## src/rtl/mmf_arbiter_if.sv

```systemverilog
`default_nettype none
// mmf_arbiter_if: client, engine and response signals of the min/max finder arbiter.
// The arbiter connects through the slave modport; the client/engine side uses master.
interface mmf_arbiter_if #(
    parameter int N_REQ  = 4,
    parameter int ID_W   = 2,
    parameter int ADDR_W = 4
);
    logic [N_REQ-1:0]  Req;
    logic [N_REQ-1:0]  Grant;
    logic              Ld_Valid;
    logic [7:0]        Ld_Data;
    logic              Ld_Ready;
    logic              Eng_Wr_En;
    logic [ADDR_W-1:0] Eng_Wr_Addr;
    logic [7:0]        Eng_Wr_Data;
    logic              Eng_Start;
    logic              Eng_Done;
    logic [7:0]        Eng_Max;
    logic [7:0]        Eng_Min;
    logic              Rsp_Valid;
    logic [ID_W-1:0]   Rsp_Id;
    logic [7:0]        Rsp_Max;
    logic [7:0]        Rsp_Min;
    logic              Rsp_Err;
    logic              Rsp_Ack;
    logic              Busy;

    modport slave (
        input  Req, Ld_Valid, Ld_Data, Eng_Done, Eng_Max, Eng_Min, Rsp_Ack,
        output Grant, Ld_Ready, Eng_Wr_En, Eng_Wr_Addr, Eng_Wr_Data, Eng_Start,
               Rsp_Valid, Rsp_Id, Rsp_Max, Rsp_Min, Rsp_Err, Busy
    );

    modport master (
        output Req, Ld_Valid, Ld_Data, Eng_Done, Eng_Max, Eng_Min, Rsp_Ack,
        input  Grant, Ld_Ready, Eng_Wr_En, Eng_Wr_Addr, Eng_Wr_Data, Eng_Start,
               Rsp_Valid, Rsp_Id, Rsp_Max, Rsp_Min, Rsp_Err, Busy
    );
endinterface
`default_nettype wire

```

## src/rtl/mmf_arbiter.sv

```systemverilog
`default_nettype none
// mmf_arbiter: shares one 16-entry min/max finder engine among N_REQ requesters.
// Macro MMF_ARB_ROUND_ROBIN_EN selects round-robin arbitration; otherwise lowest index wins.
module mmf_arbiter #(
    parameter int N_REQ    = 4,
    parameter int ID_W     = 2,
    parameter int DEPTH    = 16,
    parameter int ADDR_W   = 4,
    parameter int WDOG_CYC = 255
) (
    input  logic         Clk,
    input  logic         Resetb,
    mmf_arbiter_if.slave bus
);
    localparam int                WDOG_W    = (WDOG_CYC > 1) ? $clog2(WDOG_CYC) : 1;
    localparam logic [ADDR_W-1:0] CNT_LAST  = ADDR_W'(DEPTH - 1);
    localparam logic [WDOG_W-1:0] WDOG_LAST = WDOG_W'(WDOG_CYC - 1);

    typedef enum logic [4:0] {
        ARB  = 5'b00001,
        LOAD = 5'b00010,
        KICK = 5'b00100,
        WAIT = 5'b01000,
        RESP = 5'b10000
    } state_t;

    state_t            state, state_nxt;
    logic [N_REQ-1:0]  grant, grant_nxt;
    logic [ADDR_W-1:0] cnt, cnt_nxt;
    logic [WDOG_W-1:0] wdog, wdog_nxt;
    logic [ID_W-1:0]   cur_id, cur_id_nxt;
    logic [ID_W-1:0]   rsp_id, rsp_id_nxt;
    logic [7:0]        rsp_max, rsp_max_nxt;
    logic [7:0]        rsp_min, rsp_min_nxt;
    logic              rsp_err, rsp_err_nxt;
    logic [ID_W-1:0]   winner;
    logic              ld_ready, wr_en, start, rsp_valid, busy;

`ifdef MMF_ARB_ROUND_ROBIN_EN
    localparam logic [ID_W-1:0] ID_LAST = ID_W'(N_REQ - 1);
    logic [ID_W-1:0] rr_ptr, rr_ptr_nxt;
    int              idx;

    // Descending scan so the requester closest to the pointer is written last and wins.
    always_comb begin
        winner = '0;
        idx    = 0;
        for (int i = N_REQ - 1; i >= 0; i--) begin
            idx = int'(rr_ptr) + i;
            if (idx >= N_REQ) idx = idx - N_REQ;
            if (bus.Req[ID_W'(idx)]) winner = ID_W'(idx);
        end
    end

    always_ff @(posedge Clk) begin
        if (!Resetb) rr_ptr <= '0;
        else         rr_ptr <= rr_ptr_nxt;
    end
`else
    always_comb begin
        winner = '0;
        for (int i = N_REQ - 1; i >= 0; i--) begin
            if (bus.Req[i]) winner = ID_W'(i);
        end
    end
`endif

    always_comb begin
        state_nxt   = state;
        grant_nxt   = grant;
        cnt_nxt     = cnt;
        wdog_nxt    = wdog;
        cur_id_nxt  = cur_id;
        rsp_id_nxt  = rsp_id;
        rsp_max_nxt = rsp_max;
        rsp_min_nxt = rsp_min;
        rsp_err_nxt = rsp_err;
        ld_ready    = 1'b0;
        wr_en       = 1'b0;
        start       = 1'b0;
        rsp_valid   = 1'b0;
        busy        = 1'b1;
`ifdef MMF_ARB_ROUND_ROBIN_EN
        rr_ptr_nxt  = rr_ptr;
`endif
        case (state)
            ARB: begin
                busy      = 1'b0;
                grant_nxt = '0;
                if (|bus.Req) begin
                    grant_nxt[winner] = 1'b1;
                    cur_id_nxt        = winner;
                    cnt_nxt           = '0;
                    state_nxt         = LOAD;
                end
            end
            LOAD: begin
                ld_ready = 1'b1;
                if (bus.Ld_Valid) begin
                    wr_en = 1'b1;
                    if (cnt == CNT_LAST) begin
                        cnt_nxt   = '0;
                        state_nxt = KICK;
                    end else begin
                        cnt_nxt = cnt + ADDR_W'(1);
                    end
                end
            end
            KICK: begin
                start     = 1'b1;
                wdog_nxt  = '0;
                state_nxt = WAIT;
            end
            WAIT: begin
                // Done is checked first so a coincident expiry still returns real results.
                if (bus.Eng_Done) begin
                    rsp_max_nxt = bus.Eng_Max;
                    rsp_min_nxt = bus.Eng_Min;
                    rsp_err_nxt = 1'b0;
                    rsp_id_nxt  = cur_id;
                    state_nxt   = RESP;
                end else if (wdog == WDOG_LAST) begin
                    rsp_max_nxt = '0;
                    rsp_min_nxt = '0;
                    rsp_err_nxt = 1'b1;
                    rsp_id_nxt  = cur_id;
                    state_nxt   = RESP;
                end else begin
                    wdog_nxt = wdog + WDOG_W'(1);
                end
            end
            RESP: begin
                rsp_valid = 1'b1;
                if (bus.Rsp_Ack) begin
                    grant_nxt = '0;
                    state_nxt = ARB;
`ifdef MMF_ARB_ROUND_ROBIN_EN
                    rr_ptr_nxt = (cur_id == ID_LAST) ? '0 : cur_id + ID_W'(1);
`endif
                end
            end
            default: begin
                grant_nxt = '0;
                state_nxt = ARB;
            end
        endcase
    end

    always_ff @(posedge Clk) begin
        if (!Resetb) begin
            state   <= ARB;
            grant   <= '0;
            cnt     <= '0;
            wdog    <= '0;
            cur_id  <= '0;
            rsp_id  <= '0;
            rsp_max <= '0;
            rsp_min <= '0;
            rsp_err <= 1'b0;
        end else begin
            state   <= state_nxt;
            grant   <= grant_nxt;
            cnt     <= cnt_nxt;
            wdog    <= wdog_nxt;
            cur_id  <= cur_id_nxt;
            rsp_id  <= rsp_id_nxt;
            rsp_max <= rsp_max_nxt;
            rsp_min <= rsp_min_nxt;
            rsp_err <= rsp_err_nxt;
        end
    end

    assign bus.Grant       = grant;
    assign bus.Ld_Ready    = ld_ready;
    assign bus.Eng_Wr_En   = wr_en;
    assign bus.Eng_Wr_Addr = cnt;
    assign bus.Eng_Wr_Data = bus.Ld_Data;
    assign bus.Eng_Start   = start;
    assign bus.Rsp_Valid   = rsp_valid;
    assign bus.Rsp_Id      = rsp_id;
    assign bus.Rsp_Max     = rsp_max;
    assign bus.Rsp_Min     = rsp_min;
    assign bus.Rsp_Err     = rsp_err;
    assign bus.Busy        = busy;
endmodule
`default_nettype wire

```

## src/flat_wrapper.sv

```systemverilog
// flat-port wrapper written by rule: the top's interface ports become plain ports
module mmf_arbiter_flat 
#(
    parameter int N_REQ    = 4,
    parameter int ID_W     = 2,
    parameter int DEPTH    = 16,
    parameter int ADDR_W   = 4,
    parameter int WDOG_CYC = 255
)
  (Clk, Resetb, bus_Req, bus_Ld_Valid, bus_Ld_Data, bus_Eng_Done, bus_Eng_Max, bus_Eng_Min, bus_Rsp_Ack, bus_Grant, bus_Ld_Ready, bus_Eng_Wr_En, bus_Eng_Wr_Addr, bus_Eng_Wr_Data, bus_Eng_Start, bus_Rsp_Valid, bus_Rsp_Id, bus_Rsp_Max, bus_Rsp_Min, bus_Rsp_Err, bus_Busy);
  mmf_arbiter_if #(.N_REQ(N_REQ), .ID_W(ID_W), .ADDR_W(ADDR_W)) bus_i ();
  input  logic Clk;
  input  logic Resetb;
  input wire logic [$bits(bus_i.Req)-1:0] bus_Req;
  input wire logic [$bits(bus_i.Ld_Valid)-1:0] bus_Ld_Valid;
  input wire logic [$bits(bus_i.Ld_Data)-1:0] bus_Ld_Data;
  input wire logic [$bits(bus_i.Eng_Done)-1:0] bus_Eng_Done;
  input wire logic [$bits(bus_i.Eng_Max)-1:0] bus_Eng_Max;
  input wire logic [$bits(bus_i.Eng_Min)-1:0] bus_Eng_Min;
  input wire logic [$bits(bus_i.Rsp_Ack)-1:0] bus_Rsp_Ack;
  output wire logic [$bits(bus_i.Grant)-1:0] bus_Grant;
  output wire logic [$bits(bus_i.Ld_Ready)-1:0] bus_Ld_Ready;
  output wire logic [$bits(bus_i.Eng_Wr_En)-1:0] bus_Eng_Wr_En;
  output wire logic [$bits(bus_i.Eng_Wr_Addr)-1:0] bus_Eng_Wr_Addr;
  output wire logic [$bits(bus_i.Eng_Wr_Data)-1:0] bus_Eng_Wr_Data;
  output wire logic [$bits(bus_i.Eng_Start)-1:0] bus_Eng_Start;
  output wire logic [$bits(bus_i.Rsp_Valid)-1:0] bus_Rsp_Valid;
  output wire logic [$bits(bus_i.Rsp_Id)-1:0] bus_Rsp_Id;
  output wire logic [$bits(bus_i.Rsp_Max)-1:0] bus_Rsp_Max;
  output wire logic [$bits(bus_i.Rsp_Min)-1:0] bus_Rsp_Min;
  output wire logic [$bits(bus_i.Rsp_Err)-1:0] bus_Rsp_Err;
  output wire logic [$bits(bus_i.Busy)-1:0] bus_Busy;
  assign bus_i.Req = bus_Req;
  assign bus_i.Ld_Valid = bus_Ld_Valid;
  assign bus_i.Ld_Data = bus_Ld_Data;
  assign bus_i.Eng_Done = bus_Eng_Done;
  assign bus_i.Eng_Max = bus_Eng_Max;
  assign bus_i.Eng_Min = bus_Eng_Min;
  assign bus_i.Rsp_Ack = bus_Rsp_Ack;
  assign bus_Grant = bus_i.Grant;
  assign bus_Ld_Ready = bus_i.Ld_Ready;
  assign bus_Eng_Wr_En = bus_i.Eng_Wr_En;
  assign bus_Eng_Wr_Addr = bus_i.Eng_Wr_Addr;
  assign bus_Eng_Wr_Data = bus_i.Eng_Wr_Data;
  assign bus_Eng_Start = bus_i.Eng_Start;
  assign bus_Rsp_Valid = bus_i.Rsp_Valid;
  assign bus_Rsp_Id = bus_i.Rsp_Id;
  assign bus_Rsp_Max = bus_i.Rsp_Max;
  assign bus_Rsp_Min = bus_i.Rsp_Min;
  assign bus_Rsp_Err = bus_i.Rsp_Err;
  assign bus_Busy = bus_i.Busy;
  mmf_arbiter #(.N_REQ(N_REQ), .ID_W(ID_W), .DEPTH(DEPTH), .ADDR_W(ADDR_W), .WDOG_CYC(WDOG_CYC)) u_core (.Clk(Clk), .Resetb(Resetb), .bus(bus_i));
endmodule
```

## config.mk

```make
export PLATFORM = sky130hd
export DESIGN_NAME = mmf_arbiter_flat
export DESIGN_NICKNAME = d
export VERILOG_FILES = /design/src/rtl/mmf_arbiter_if.sv /design/src/rtl/mmf_arbiter.sv /design/src/flat_wrapper.sv
export SDC_FILE = /design/constraint.sdc
export NUM_CORES = 1
export LEC_CHECK = 0
export CORE_UTILIZATION = 25
export CTS_BUF_LIST = sky130_fd_sc_hd__clkbuf_8
export DETAILED_ROUTE_END_ITERATION = 10
export GPL_ROUTABILITY_DRIVEN = 1
export PLACE_DENSITY = 0.61
export SETUP_SLACK_MARGIN = 0.02
export SYNTH_ARGS = -nofsm -noshare
export SYNTH_HDL_FRONTEND = slang
export SYNTH_SLANG_ARGS = --single-unit
```

## constraint.sdc

```tcl
create_clock -name Clk -period 1.7 [get_ports Clk]
set_input_delay 0.255 -clock Clk [delete_from_list [all_inputs] [get_ports Clk]]
set_output_delay 0.255 -clock Clk [all_outputs]
set_load 0.01 [all_outputs]
```

util_map.png
Scale bar: 20 µm. The die is cut into 9 by 9 equal tiles; black is low, pale yellow is high, 0 to 100% covered.
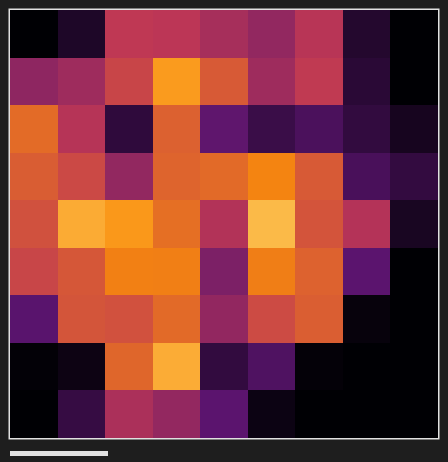
nearly empty tiles = 17%
fullest tile = 85%
mean over tiles = 37%

m2.png
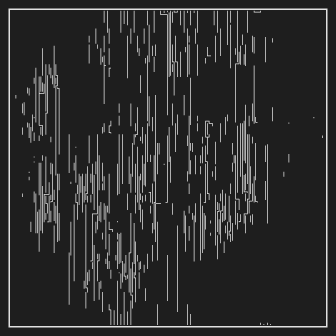
nets with wire on the layer = 284
share of all routed wire = 49%
longest straight run = 29.6 µm

==> metrics.cfg <==
[place]
dp_hpwl_um = 3480
postPlaceCellArea_um2 = 2680
gp_congestion = 0.776

[pwr]
p_per_area_nw_per_um2 = 705
clockNetworkPower_mw = 0.681
ir_drop_mv = 0.301
finalPower_mw = 2.08
internal-power_mw = 1.51
p_comb_share_pct = 18.0
power_frac_seq_pct = 49.2
power.net_switching_mw = 0.564

[synth]
ys_sh_simple_pct = 23.7
adder_share_pct = 2.06
yosys_area_um2 = 1820
synthCells = 210
synth.distinct_cells = 38
synth.logic.top_family = simple AND/OR/NAND/NOR gates
async_reset_ff_share_pct = 0
area_leaders = dfxtp_1 46%, a22oi_1 7.4%, nor2_1 6.4%, a21oi_1 4.7%, nand2_1 3.5%
yosys_cells = 210
yosys_warnings = 0
ys_seq_share_pct = 46.2
syn_area_um2 = 1820
compound_area_share_pct = 20.0
fp_nets = 246

[final_layout]
seq_area_um2 = 850
layout_top_cell = clkdlybuf4s50_1
drive_above_1_share_pct = 29.5
nets = 333
diodes = 0
seq_share_pct = 28.8
inverters = 7
n_fill_cell = 711
buffers = 97
combGateArea_um2 = 965
clock_buffer_count = 5
design_area_um2 = 2950
flops = 42
buffer_area_share_pct = 30.3

[floorplan]
io_pins = 73
die_w_um = 87.3
fp.dieH_um = 87.3
n_tap_cell = 96
initCoreUtil_pct = 26.3
core_um2 = 6910

[outcome]
outcome = finished, violations left
violations = negative setup slack

[clock_tree]
clockRootBuffer = clkbuf_8
cts_tree = yes
cts_setup_buffers = 2
cts.sinks = 42
cts_max_level = 2
cts_buffers = 5

[critical_path]
startpoint_type = register
endpoint = u_core.wdog[5]$_SDFFE_PN0P_
r2r-end = u_core.wdog[5]$_SDFFE_PN0P_
reg2reg_slack_ns = -0.16
path_class = register to register
crit_fanout = 14
end_kind = register
critPathArrivalTime_ns = 2.09

[hold_path]
min_path_type = register to register
hold_depth = 2
min_to = u_core.bus.Grant[0]$_SDFFE_PN0P_

[global_routing]
grt_pass1_vias = 1686
grt.met2_usage_pct = 21.9
grt_overflow_total = 0

[route]
ant_nets = 0
dr.pass1.iters = 4
route.vias.total = 1798
drtIter0Drc = 35
routedWlPerCell_um = 12.3
highest_layer = met4

[run]
log.warning_count = 30

[sta]
finClkSkew_ns = 0.00716
setup-tns-final_ns = -1.77
rsz0062_at_grt = true
final_hold_viol_count = 0
setup_violations = 29
maxSlewViolCount = 0
period_used_pct = 109
fmax_mhz = 539
setup_ws_ns = -0.155
whs_ns = 0.458

m1.png
Scale bar: 20 µm.
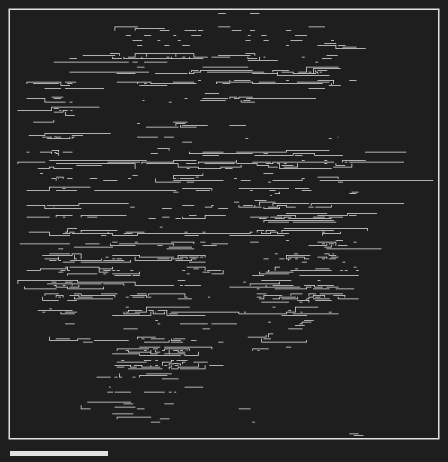
main direction = horizontal
share of all routed wire = 45%
nets with wire on the layer = 291
longest straight run = 23.0 µm
wire length on this layer = 2190 µm

route_heat.png
Scale bar: 20 µm. The die is cut into 17 by 17 equal tiles; black is low, pale yellow is high, scaled to the fullest tile. Values are wire area over tile area, all layers added.
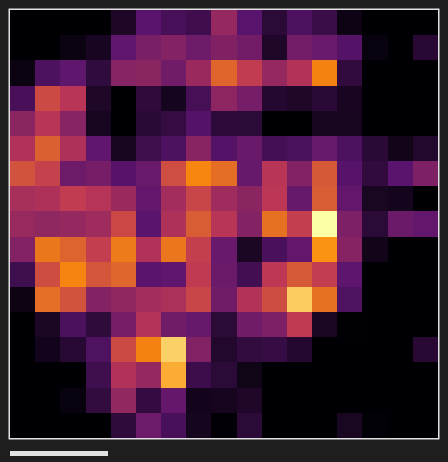
emptiest ninth of the die = bottom right
tiles over half the peak = 15%
fullest tile = 0.41

